Run 1, wires at chosen ports, followed through buffers:
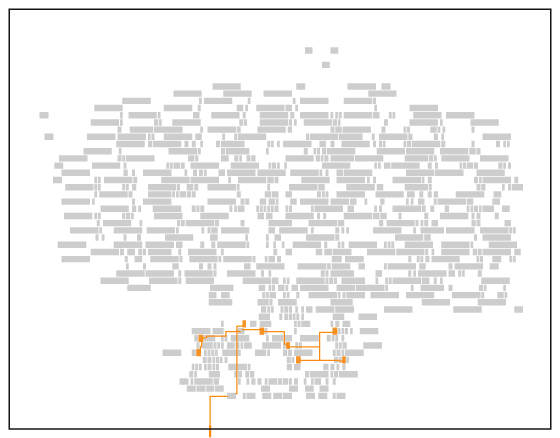
Run 1, clock distribution:
The bar under the picture is 50 µm long.
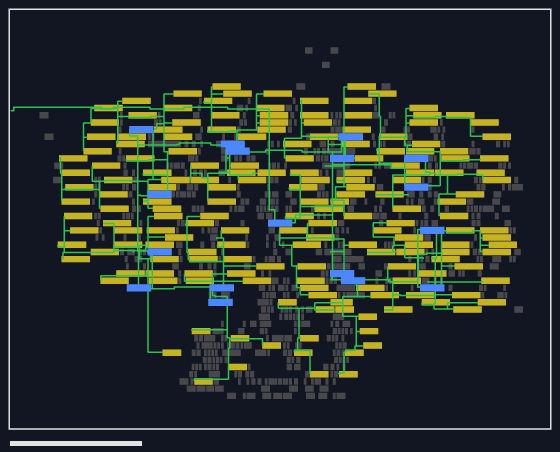
Run 1, logic cells by family:
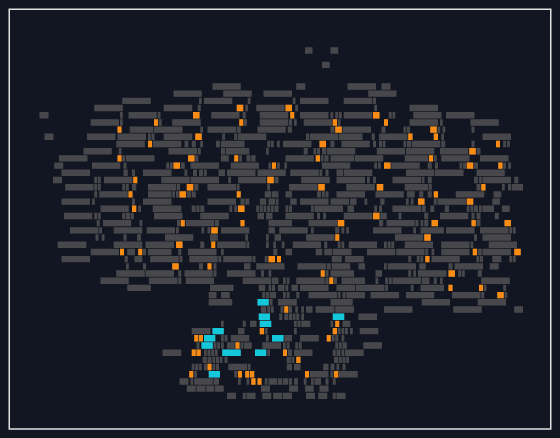
**config.mk**
```make
export PLATFORM = sky130hd
export DESIGN_NAME = fifo_level
export DESIGN_NICKNAME = d
export VERILOG_FILES = /design/src/rtl/fifo_level.sv
export SDC_FILE = /design/constraint.sdc
export NUM_CORES = 1
export LEC_CHECK = 0
export ABC_AREA = 1
export CORE_ASPECT_RATIO = 0.75
export CORE_MARGIN = 10
export CORE_UTILIZATION = 30
export CTS_CLUSTER_DIAMETER = 30
export CTS_CLUSTER_SIZE = 40
export DETAILED_ROUTE_END_ITERATION = 8
export PLACE_DENSITY = 0.56
export SLEW_MARGIN = 20
export SYNTH_ARGS = -nofsm -noshare
export SYNTH_HDL_FRONTEND = slang
export SYNTH_SLANG_ARGS = --single-unit
```
**constraint.sdc**
```tcl
create_clock -name clk -period 2.8 [get_ports clk]
set_input_delay 0.56 -clock clk [delete_from_list [all_inputs] [get_ports clk]]
set_output_delay 0.56 -clock clk [all_outputs]
set_load 0.02 [all_outputs]
```
**src/rtl/fifo_level.sv**
```systemverilog
// Single-clock circular-buffer FIFO with occupancy count, programmable almost flags,
// sticky overflow/underflow errors and a choice of fall-through or registered read port.
module fifo_level #(
  parameter int DATA_BITS   = 10,
  parameter int FIFO_LENGTH = 16,
  parameter int ADDR_BIT    = $clog2(FIFO_LENGTH),
  parameter int AF_LEVEL    = 12,
  parameter int AE_LEVEL    = 4,
  parameter int OUT_REG     = 0
) (
  input  logic                 clk,
  input  logic                 reset,
  input  logic [DATA_BITS-1:0] input_data,
  input  logic                 write,
  input  logic                 read,
  input  logic                 clr_err,
  output logic [DATA_BITS-1:0] output_data,
  output logic                 output_valid,
  output logic                 empty,
  output logic                 full,
  output logic                 almost_empty,
  output logic                 almost_full,
  output logic [ADDR_BIT:0]    count,
  output logic                 overflow,
  output logic                 underflow
);

  // Handshake: a write is taken when write=1 and there is room (or a read frees a slot in
  // the same cycle); a read is taken when read=1 and the FIFO is non-empty. Both are judged
  // on the state before the clock edge; rejected requests raise the sticky error flags.

  localparam int CW = ADDR_BIT + 1;
  localparam logic [ADDR_BIT-1:0] LAST_PTR = ADDR_BIT'(FIFO_LENGTH - 1);
  localparam logic [CW-1:0]       DEPTH    = CW'(FIFO_LENGTH);
  localparam logic [CW-1:0]       AF_CNT   = CW'(AF_LEVEL);
  localparam logic [CW-1:0]       AE_CNT   = CW'(AE_LEVEL);

  logic [DATA_BITS-1:0] mem_q [FIFO_LENGTH];
  logic [ADDR_BIT-1:0]  wr_ptr_q, wr_ptr_d;
  logic [ADDR_BIT-1:0]  rd_ptr_q, rd_ptr_d;
  logic [CW-1:0]        count_q, count_d;
  logic                 overflow_q, overflow_d;
  logic                 underflow_q, underflow_d;
  logic                 wr_ok, rd_ok;

  assign empty        = (count_q == '0);
  assign full         = (count_q == DEPTH);
  assign almost_empty = (count_q <= AE_CNT);
  assign almost_full  = (count_q >= AF_CNT);
  assign count        = count_q;
  assign overflow     = overflow_q;
  assign underflow    = underflow_q;

  always_comb begin
    rd_ok    = read & ~empty;
    wr_ok    = write & (~full | rd_ok);
    wr_ptr_d = wr_ptr_q;
    rd_ptr_d = rd_ptr_q;
    count_d  = count_q;
    // Explicit wrap so depths that are not a power of two work.
    if (wr_ok) wr_ptr_d = (wr_ptr_q == LAST_PTR) ? '0 : wr_ptr_q + 1'b1;
    if (rd_ok) rd_ptr_d = (rd_ptr_q == LAST_PTR) ? '0 : rd_ptr_q + 1'b1;
    if (wr_ok && !rd_ok)      count_d = count_q + 1'b1;
    else if (rd_ok && !wr_ok) count_d = count_q - 1'b1;
    overflow_d  = (write & ~wr_ok) | (overflow_q & ~clr_err);
    underflow_d = (read & ~rd_ok) | (underflow_q & ~clr_err);
  end

  always_ff @(posedge clk) begin
    if (!reset) begin
      wr_ptr_q    <= '0;
      rd_ptr_q    <= '0;
      count_q     <= '0;
      overflow_q  <= 1'b0;
      underflow_q <= 1'b0;
    end else begin
      wr_ptr_q    <= wr_ptr_d;
      rd_ptr_q    <= rd_ptr_d;
      count_q     <= count_d;
      overflow_q  <= overflow_d;
      underflow_q <= underflow_d;
    end
  end

  // Storage is deliberately left unreset.
  always_ff @(posedge clk) begin
    if (reset && wr_ok) mem_q[wr_ptr_q] <= input_data;
  end

  if (OUT_REG != 0) begin : g_reg
    logic [DATA_BITS-1:0] out_data_q, out_data_d;
    logic                 out_valid_q, out_valid_d;

    always_comb begin
      out_data_d  = out_data_q;
      out_valid_d = rd_ok;
      if (rd_ok) out_data_d = mem_q[rd_ptr_q];
    end

    always_ff @(posedge clk) begin
      if (!reset) begin
        out_data_q  <= '0;
        out_valid_q <= 1'b0;
      end else begin
        out_data_q  <= out_data_d;
        out_valid_q <= out_valid_d;
      end
    end

    assign output_data  = out_data_q;
    assign output_valid = out_valid_q;
  end else begin : g_fwft
    assign output_data  = mem_q[rd_ptr_q];
    assign output_valid = ~empty;
  end

endmodule

```
==> results.tsv, run 1 <==
stage	metric	value	unit
floorplanning	TAP cells	338	
logic_synthesis	Registers, synthesis	179	
sta	total negative setup slack	0	ps
drt	Vias/cell	4.58	
drt	drc violations	0	
floorplanning	core area	25000	µm²
cells_and_area	Seq area share	0.568	
power	Leakage	0.00338	µW
cells_and_area	finished layout cell area	9130	µm²
logic_synthesis	Post-Syn Nets	715	
logic_synthesis	Syn. warnings	0	
sta	unrepaired setup endpoints after global routing	false	
place	DP Wirelength	11.5	mm
logic_synthesis	area share, top type	0.630	
logic_synthesis	Post-synth EDFFs	160	
drt	antenna viol nets, final	0	
drt	routed length on met1	8.80	mm
cts	# clock sinks	179	
power	Net Sw Frac	0.323	
run_status	status	finished, final reports clean	
sta	worst-margin pin slew	669	ps
cells_and_area	P&R area growth vs syn	19.7	%
logic_synthesis	cell area after synthesis	7630	µm²
power	Comb power frac	0.281	
logic_synthesis	adder share	0.0190	
global_routing	initial antenna violation count	0	
sta	timing-limited maximum frequency	0.384	GHz
cells_and_area	number of clock buffers in the layout	19	
floorplanning	num rows	50	
power	part of the power in registers	0.400	
power	VDD IR max	0.448	mV
drt	wire length per cell	16.4	µm
drt	drt total wl	18.0	mm
run	max-cap violations	0	
drt	DRT Pass-1 Iters	4	
cells_and_area	fraction of layout cells with a size suffix above 1	0.100	
global_routing	largest net degree at the start of global routing	49	
cells_and_area	ANT cells	0	
cells_and_area	comb_multi_in	411	
cells_and_area	Non-clock buffering overhead	0.0733	
setup_path	Worst Setup End Kind	output port	
logic_synthesis	ys cells	689	
logic_synthesis	Unique cell types	26	
power	internal power	5250	µW
cts	Root Buffer	clkbuf_16	
place	Cells after DPL	1065	
logic_synthesis	post-synth top area cell	edfxtp_1	
cells_and_area	Top class by area	sequential cells	
power	total power	7760	µW
logic_synthesis	Top logic family	simple AND/OR/NAND/NOR gates	
floorplanning	FP Util	0.305	
cells_and_area	Layout clock area frac	0.0662	
cells_and_area	Nets	773	
power	Top power group	registers	
cells_and_area	inverters	68	
power	switching pwr	2500	µW
power	Sequential Power	3100	µW
drt	met3 WL	947	µm
global_routing	GRT Residual Overflow	0	
logic_synthesis	area fraction in xor and xnor cells	0.00574	
cells_and_area	flip-flops	179	
cells_and_area	Signal buffers	70	
setup_path	CP bufs+invs	3	
global_routing	first-pass GRT wire length	28.0	mm
place	Post-Place Cell Area	8510	µm²
floorplanning	Die Y	158	µm
run	tool warnings	30	
cts	CTS Buf Count	17	
logic_synthesis	Synth area leaders	edfxtp_1 (63%), nand2_1 (6.1%), nor2_1 (5.0%)	
drt	WL met2	8.00	mm
cts	clock transition at the registers of the reported paths	70	ps
floorplanning	die footprint	32300	µm²
floorplanning	Chip Width	204	µm
setup_path	CP Cell Sequence	inv_2 -> buf_12 -> nand2_1 -> nand2_1 -> nand2_1 -> nand3_1 -> nand3_1 -> nand2_1 -> dlygate4sd2_1	
global_routing	vias in the first global route	4831	
setup_path	Crit path required time	2240	ps
setup_path	Data arrival, critical path	2040	ps
sta	fin. max-slew vios	0	
cts	Max H-tree Level	4	
cells_and_area	final core utilization	0.365	
sta	final setup violating endpoints	0	
logic_synthesis	Multiplexer share	0	
cts	clk buf depth	2	
logic_synthesis	Synth Area in Compound Gates	0.0705	
logic_synthesis	Avg Cell Area, Syn	11.1	µm²
power	Cell Pwr Density	849	nW/µm²
cts	CTS tree	built	
sta	Rel. slew slack	0.553	
sta	final hold slack	476	ps
sta	Setup WS post-layout	195	ps
cts	postcts setup bufs	0	
setup_path	critical path peak fanout	28	
power	Comb. pwr	2180	µW
place	post-place setup slack	56.9	ps
logic_synthesis	Mapped Cells	689	
logic_synthesis	Async SR Flop Fraction	0	
setup_path	critical path type	flop to output port	
drt	top layer in use	met4	
logic_synthesis	AND/OR/NAND/NOR Cells, Area Fraction	0.164	
drt	via count	5032	
global_routing	Total GRT Usage	0.114	
sta	minimum clock period	2600	ps
logic_synthesis	top cells by count	edfxtp_1 (160), nand2_1 (124), nor2_1 (102), nand3_1 (71), inv_1 (63)	
logic_synthesis	Yosys Chip Area	7630	µm²
logic_synthesis	Yosys top cell by instances	edfxtp_1	
min_path	worst min path class	flop to flop	
cells_and_area	# fillers	2464	
cells_and_area	logic area	1980	µm²
sta	final worst-path cycle share	0.930	
place	GPL Wtd Cong	0.781	
sta	final hold vios	0	
drt	Initial DRC Count	415	
logic_synthesis	sequential cell area fraction in the yosys report	0.680	
cells_and_area	register area	5190	µm²
setup_path	critical path launch point type	flop	
cells_and_area	most numerous logic cells after layout	edfxtp_1 (160), nand2_1 (124), nor2_1 (102)	
setup_path	Most common cell on crit path	nand2_1	
logic_synthesis	Commonest flop	edfxtp_1	
setup_path	slowest stage delay, CP	380	ps
setup_path	CP delay by family, top	buffers and inverters	
setup_path	Slowest cell on crit path	dfxtp_4	
About 'wires at chosen ports, followed through buffers':
legend:
  orange:
    port: reset
    bits: 1
    direction: input
    end_cells: 8
    buffers: 2
    wire: 140 µm
IO buf count: 36
Ports: 37

About 'clock distribution':
legend:
  blue:
    item: clock drivers
    count: 17
  green:
    item: clock wires
    length: 2240 µm
  yellow:
    item: flip-flops
    count: 179
routed clock nets: 18
clk ins delay skew pair: 430 ps
proportion of power drawn by the clock network: 0.319
clk_skew: 10.2 ps
Clk power: 2470 µW

About 'logic cells by family':
legend:
  orange:
    family: aoi and oai cells
    cells: 91
    most_used: o21ai_0
  cyan:
    family: fa/ha/maj cells
    cells: 11
    most_used: ha_1
    where: bottom middle
most used logic cell in the final layout: edfxtp_1
multi-input combinational area share: 0.217
Non-Filler Instances: 1098

[run 1: sequential cells by signal, indices dropped and copies added, names as in the netlist, named ones only]
| register | count |
|---|---|
| rd_ptr_q | 4 |
| mem_q | 160 |
| wr_ptr_q | 4 |
| underflow | 1 |
| overflow | 1 |
| count | 5 |
[run 1: routing by layer]
metal,global-route usage,vias up
li1,-,2471
met1,0.155,2432
met2,0.174,109
met3,0.0315,20
met4,0.0324,0
met5,0,-
[run 1: repair_timing]
action | in CTS | in global routing
cloned | 1 | 0
gates resized | 13 | 7
endpoints found under the setup margin | 10 | 4
hold buffers | 0 | 0
[run 1: path summary, 6_finish.rpt]
kind,from,to,slack [ps],depth (start not counted)
worst max-delay path,flop,output_data[4],200,9
worst min-delay path,overflow,overflow,480,2
worst max register to register,count[2],count[4],540,14
worst min register to register,overflow,overflow,480,2
==> run 1 -> run 2 <==
--- a/config.mk
+++ b/config.mk
@@ -5,14 +5,13 @@
 export SDC_FILE = /design/constraint.sdc
 export NUM_CORES = 1
 export LEC_CHECK = 0
-export ABC_AREA = 1
 export CORE_ASPECT_RATIO = 0.75
 export CORE_MARGIN = 10
 export CORE_UTILIZATION = 30
 export CTS_CLUSTER_DIAMETER = 30
 export CTS_CLUSTER_SIZE = 40
 export DETAILED_ROUTE_END_ITERATION = 8
-export PLACE_DENSITY = 0.56
+export PLACE_DENSITY = 0.57
 export SLEW_MARGIN = 20
 export SYNTH_ARGS = -nofsm -noshare
 export SYNTH_HDL_FRONTEND = slang
==> constraint.sdc (replaced) <==
create_clock -name clk -period 2.8 [get_ports clk]
set_input_delay 0.28 -clock clk [delete_from_list [all_inputs] [get_ports clk]]
set_output_delay 0.28 -clock clk [all_outputs]
set_load 0.02 [all_outputs]
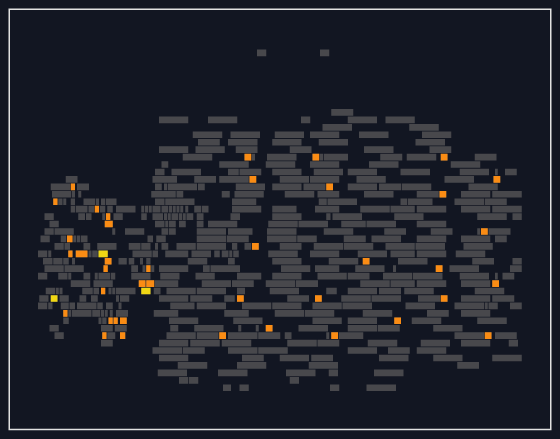
Run 2: logic cells by family
multi-input combinational area share: 0.208
Non-Filler Instances: 766

==> results.tsv, run 2 <==
stage	metric	value	unit	change
logic_synthesis	Unique cell types	40		+54%
cells_and_area	Seq area share	0.599		+0.0305
power	Top power group	registers		
setup_path	Slowest cell on crit path	clkdlybuf4s50_1		
min_path	HP Start	wr_ptr_q[1]		
drt	Initial DRC Count	396		-4.6%
setup_path	Data arrival, critical path	2400	ps	+360 ps
setup_path	critical path peak fanout	17		-39%
cells_and_area	flip-flops	179		unchanged
cells_and_area	Layout clock area frac	0.0685		+0.00235
logic_synthesis	AND/OR/NAND/NOR Cells, Area Fraction	0.0512		-0.113
run_status	status	finished, final reports clean		
setup_path	slowest stage delay, CP	540	ps	+160 ps
power	VDD IR max	0.506	mV	+13%
cts	postcts setup bufs	0		unchanged
power	part of the power in registers	0.437		+0.037
setup_path	Crit path required time	2520	ps	+280 ps
cells_and_area	Signal buffers	68		-2.9%
power	Net Sw Frac	0.272		-0.0501
logic_synthesis	sequential cell area fraction in the yosys report	0.732		+0.0526
logic_synthesis	Commonest flop	edfxtp_1		
power	Cell Pwr Density	816	nW/µm²	-4.0%
cells_and_area	Non-clock buffering overhead	0.0769		+0.00359
power	Comb power frac	0.223		-0.058
cts	clk buf depth	2		unchanged
cells_and_area	most used logic cell in the final layout	edfxtp_1		
sta	clk_skew	9.12	ps	-1.11 ps
logic_synthesis	Multiplexer share	0.131		+0.131
cts	Max H-tree Level	4		unchanged
power	Leakage	0.00286	µW	-15%
sta	final hold vios	0		unchanged
logic_synthesis	ys cells	387		-44%
logic_synthesis	Async SR Flop Fraction	0		unchanged
place	DP Wirelength	9.64	mm	-17%
cells_and_area	register area	5190	µm²	about the same
sta	total negative setup slack	0	ps	unchanged
run	max-cap violations	0		unchanged
cts	clock transition at the registers of the reported paths	70	ps	about the same
power	proportion of power drawn by the clock network	0.340		+0.021
cts	hold buffer count at CTS	0		unchanged
setup_path	Worst Setup End Kind	output port		
setup_path	critical path type	flop to output port		
power	internal power	5150	µW	-2.0%
logic_synthesis	Mapped Cells	387		-44%
place	IO buf count	36		unchanged
logic_synthesis	area fraction in xor and xnor cells	0.00495		-0.000793
floorplanning	Chip Width	197	µm	-3.3%
logic_synthesis	area share, top type	0.679		+0.0487
cells_and_area	number of clock buffers in the layout	17		-2
logic_synthesis	post-synth top area cell	edfxtp_1		
drt	drt total wl	16.2	mm	-9.6%
cells_and_area	fraction of layout cells with a size suffix above 1	0.242		+0.142
drt	drc violations	0		unchanged
place	GPL Wtd Cong	0.766		-1.9%
setup_path	CP Cell Sequence	buf_12 -> mux4_2 -> a22oi_1 -> nand2_1 -> clkdlybuf4s50_1		
logic_synthesis	Post-synth EDFFs	160		unchanged
floorplanning	Die Y	153	µm	-3.2%
floorplanning	core area	23100	µm²	-7.6%
cts	CTS Buf Count	17		unchanged
floorplanning	TAP cells	300		-11%
cells_and_area	max reg flops	160		unchanged
floorplanning	FP Util	0.306		+0.00137
power	Comb. pwr	1580	µW	-28%
cells_and_area	Top reg by flops	mem_q		
setup_path	reg2reg start	count[1]		
logic_synthesis	Synth Area in Compound Gates	0.0421		-0.0285
sta	minimum clock period	2680	ps	+77.1 ps
floorplanning	die footprint	30200	µm²	-6.4%
logic_synthesis	cell area after synthesis	7080	µm²	-7.2%
drt	wire length per cell	21.2	µm	+30%
logic_synthesis	Synth area leaders	edfxtp_1 (68%), mux4_2 (13%), dfxtp_1 (5.4%)		
global_routing	vias in the first global route	3966		-18%
global_routing	largest net degree at the start of global routing	25		-49%
sta	fin. max-slew vios	0		unchanged
setup_path	CP bufs+invs	2		-1
logic_synthesis	Yosys top cell by instances	edfxtp_1		
sta	unrepaired setup endpoints after global routing	false		
logic_synthesis	Avg Cell Area, Syn	18.3	µm²	+65%
logic_synthesis	top cells by count	edfxtp_1 (160), mux4_2 (40), nand2_1 (26), a22oi_1 (20), dfxtp_1 (19)		
drt	DRT Pass-1 Iters	4		unchanged
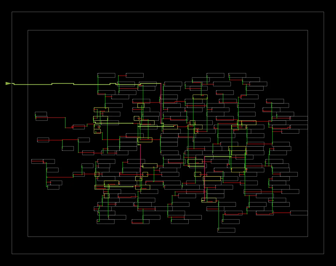
Run 2: clock routing
# clock sinks: 179
clk ins delay skew pair: 420 ps

-- run 2: metal layers --
layer	track usage	wire, µm	up-vias	part of all wire
li1	-	-	1685	-
met1	0.149	7630	1981	0.47
met2	0.170	7700	107	0.47
met3	0.0274	820	10	0.050
met4	0.0292	92	0	0.0057
met5	0	0	-	0
-- run 2: stage by stage --
step	std cells	util	hold WS, ps	instance area (µm²)	setup WS [ps]
floorplan	387	-	379	7090	82.0
global route	766	0.375	585	8670	11.3
global placement	733	0.346	507	8010	189
finish	766	0.375	546	8670	118
CTS	764	0.372	549	8610	3.72
detailed placement	733	0.346	540	8010	66.6
-- run 2: final timing paths --
check	endpoint	slack [ps]	cells after the start
min reg2reg	wr_ptr_q[1]	550	2
max	output_data[7]	120	5
min	wr_ptr_q[1]	550	2
max reg2reg	count[4]	190	9
==> run 2 -> run 3 <==
--- a/config.mk
+++ b/config.mk
@@ -11,7 +11,7 @@
 export CTS_CLUSTER_DIAMETER = 30
 export CTS_CLUSTER_SIZE = 40
 export DETAILED_ROUTE_END_ITERATION = 8
-export PLACE_DENSITY = 0.57
+export PLACE_DENSITY = 0.44
 export SLEW_MARGIN = 20
 export SYNTH_ARGS = -nofsm -noshare
 export SYNTH_HDL_FRONTEND = slang
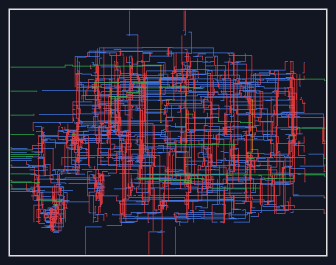
Run 3: routed metal, one colour a layer
legend:
  green:
    layer: metal 3
    wire_length: 896 µm
  red:
    layer: metal 2
    wire_length: 7810 µm
  blue:
    layer: metal 1
    wire_length: 7960 µm
  orange:
    layer: metal 4
    wire_length: 157 µm
drt total wl: 16.8 mm
Total GRT Usage: 0.116
wire length per cell: 21.8 µm
via count: 3765

==> results.tsv, run 3 <==
stage	metric	value	unit	change
cells_and_area	number of clock buffers in the layout	17		unchanged
setup_path	critical path type	flop to flop		
cells_and_area	Seq area share	0.597		-0.00170
logic_synthesis	Yosys top cell by instances	edfxtp_1		
logic_synthesis	area share, top type	0.679		unchanged
logic_synthesis	ys cells	387		unchanged
setup_path	Levels on crit path	10		+5
min_path	hold depth	2		unchanged
logic_synthesis	Avg Cell Area, Syn	18.3	µm²	unchanged
logic_synthesis	sequential cell area fraction in the yosys report	0.732		unchanged
power	Net Sw Frac	0.268		-0.00430
cells_and_area	Signal buffers	71		+4.4%
place	IO buf count	36		unchanged
sta	unrepaired setup endpoints after global routing	false		
run	max-cap violations	0		unchanged
setup_path	CP Cell Sequence	or4_1 -> buf_4 -> o21ai_1 -> ha_2 -> inv_1 -> ha_1 -> nand3b_1 -> a211oi_1 -> a31oi_1 -> mux2i_1		
floorplanning	core area	23100	µm²	unchanged
sta	final hold slack	531	ps	-14.9 ps
cts	Max H-tree Level	4		unchanged
sta	fin. max-slew vios	0		unchanged
global_routing	vias in the first global route	3993		+0.68%
setup_path	Slowest cell on crit path	or4_1		
power	Leakage	0.00287	µW	+0.27%
power	VDD IR max	0.415	mV	-18%
floorplanning	TAP cells	300		unchanged
place	post-place setup slack	148	ps	+81.5 ps
cells_and_area	Layout clock area frac	0.0696		+0.00102
setup_path	Reg2Reg Setup Slack	170	ps	-20 ps
setup_path	Crit path required time	3120	ps	+600 ps
cts	clk ins delay skew pair	430	ps	about the same
logic_synthesis	Synth area leaders	edfxtp_1 (68%), mux4_2 (13%), dfxtp_1 (5.4%)		
floorplanning	Chip Width	197	µm	unchanged
cts	# clock sinks	179		unchanged
logic_synthesis	Unique cell types	40		unchanged
place	Cells after DPL	737		+0.55%
floorplanning	Die Y	153	µm	unchanged
logic_synthesis	post-synth top area cell	edfxtp_1		
min_path	HP Start	rd_ptr_q[3]		
sta	clk_skew	11.2	ps	+2.10 ps
setup_path	cells on worst reg2reg path	10		+1
logic_synthesis	Post-synth EDFFs	160		unchanged
cells_and_area	register area	5190	µm²	about the same
place	DP Wirelength	10.3	mm	+6.6%
sta	final hold vios	0		unchanged
run_status	status	finished, final reports clean		
power	Top power group	registers		
power	Comb. pwr	1590	µW	about the same
cells_and_area	max reg flops	160		unchanged
cts	clk buf depth	2		unchanged
setup_path	FF-to-FF End	count[4]		
place	Post-Place Cell Area	8040	µm²	+0.37%
floorplanning	FP Util	0.306		unchanged
drt	DRT Pass-1 Iters	5		+1
power	Cell Pwr Density	818	nW/µm²	+0.28%
logic_synthesis	Commonest flop	edfxtp_1		
logic_synthesis	top cells by count	edfxtp_1 (160), mux4_2 (40), nand2_1 (26), a22oi_1 (20), dfxtp_1 (19)		
setup_path	Worst Setup End Kind	flop		
cells_and_area	final core utilization	0.376		+0.000703
cts	postcts setup bufs	0		unchanged
sta	minimum clock period	2630	ps	-56.6 ps
power	internal power	5200	µW	+1.1%
sta	Setup WS post-layout	175	ps	+56.6 ps
cts	clock transition at the registers of the reported paths	70	ps	about the same
cells_and_area	finished layout cell area	8690	µm²	+0.19%
setup_path	CP bufs+invs	2		unchanged
drt	Initial DRC Count	252		-36%
min_path	Hold Path Sink	rd_ptr_q[3]		
logic_synthesis	Async SR Flop Fraction	0		unchanged
logic_synthesis	Mapped Cells	387		unchanged
global_routing	largest net degree at the start of global routing	41		+64%
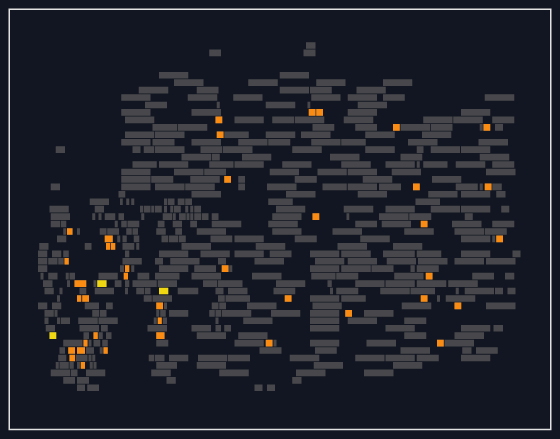
Run 3: logic cells by family
legend:
  orange:
    family: aoi and oai cells
    cells: 40
    most_used: a22oi_1
  yellow:
    family: non-inverting ao/oa cells
    cells: 3
Non-Filler Instances: 770
multi-input combinational area share: 0.208

-- run 3: cells by family (layout without fill, tap and decap cells) --
group,after synthesis,after routing,synth area share
flip-flops,179,179,0.732
buffers and inverters,31,114,0.0175
AND-OR/OR-AND,43,43,0.0421
AND/OR/NAND/NOR,76,76,0.0512
XOR/XNOR,4,4,0.00495
adder cells (fa/ha/maj),11,11,0.0205
multiplexers,43,43,0.131
-- run 3: what timing repair did --
action	in CTS	in global routing
hold endpoints to repair	0	0
gates cloned	1	0
hold buffers	0	0
gates resized	10	4
endpoints found under the setup margin	7	3
-- run 3: per-layer routing --
layer | global-route usage | wire length (µm) | share of wire
met2 | 0.181 | 7810 | 0.46
met3 | 0.0333 | 895 | 0.053
met1 | 0.153 | 7960 | 0.47
met4 | 0.0296 | 157 | 0.0093
met5 | 0 | 0 | 0
Power is estimated from default activity; no workload was simulated.
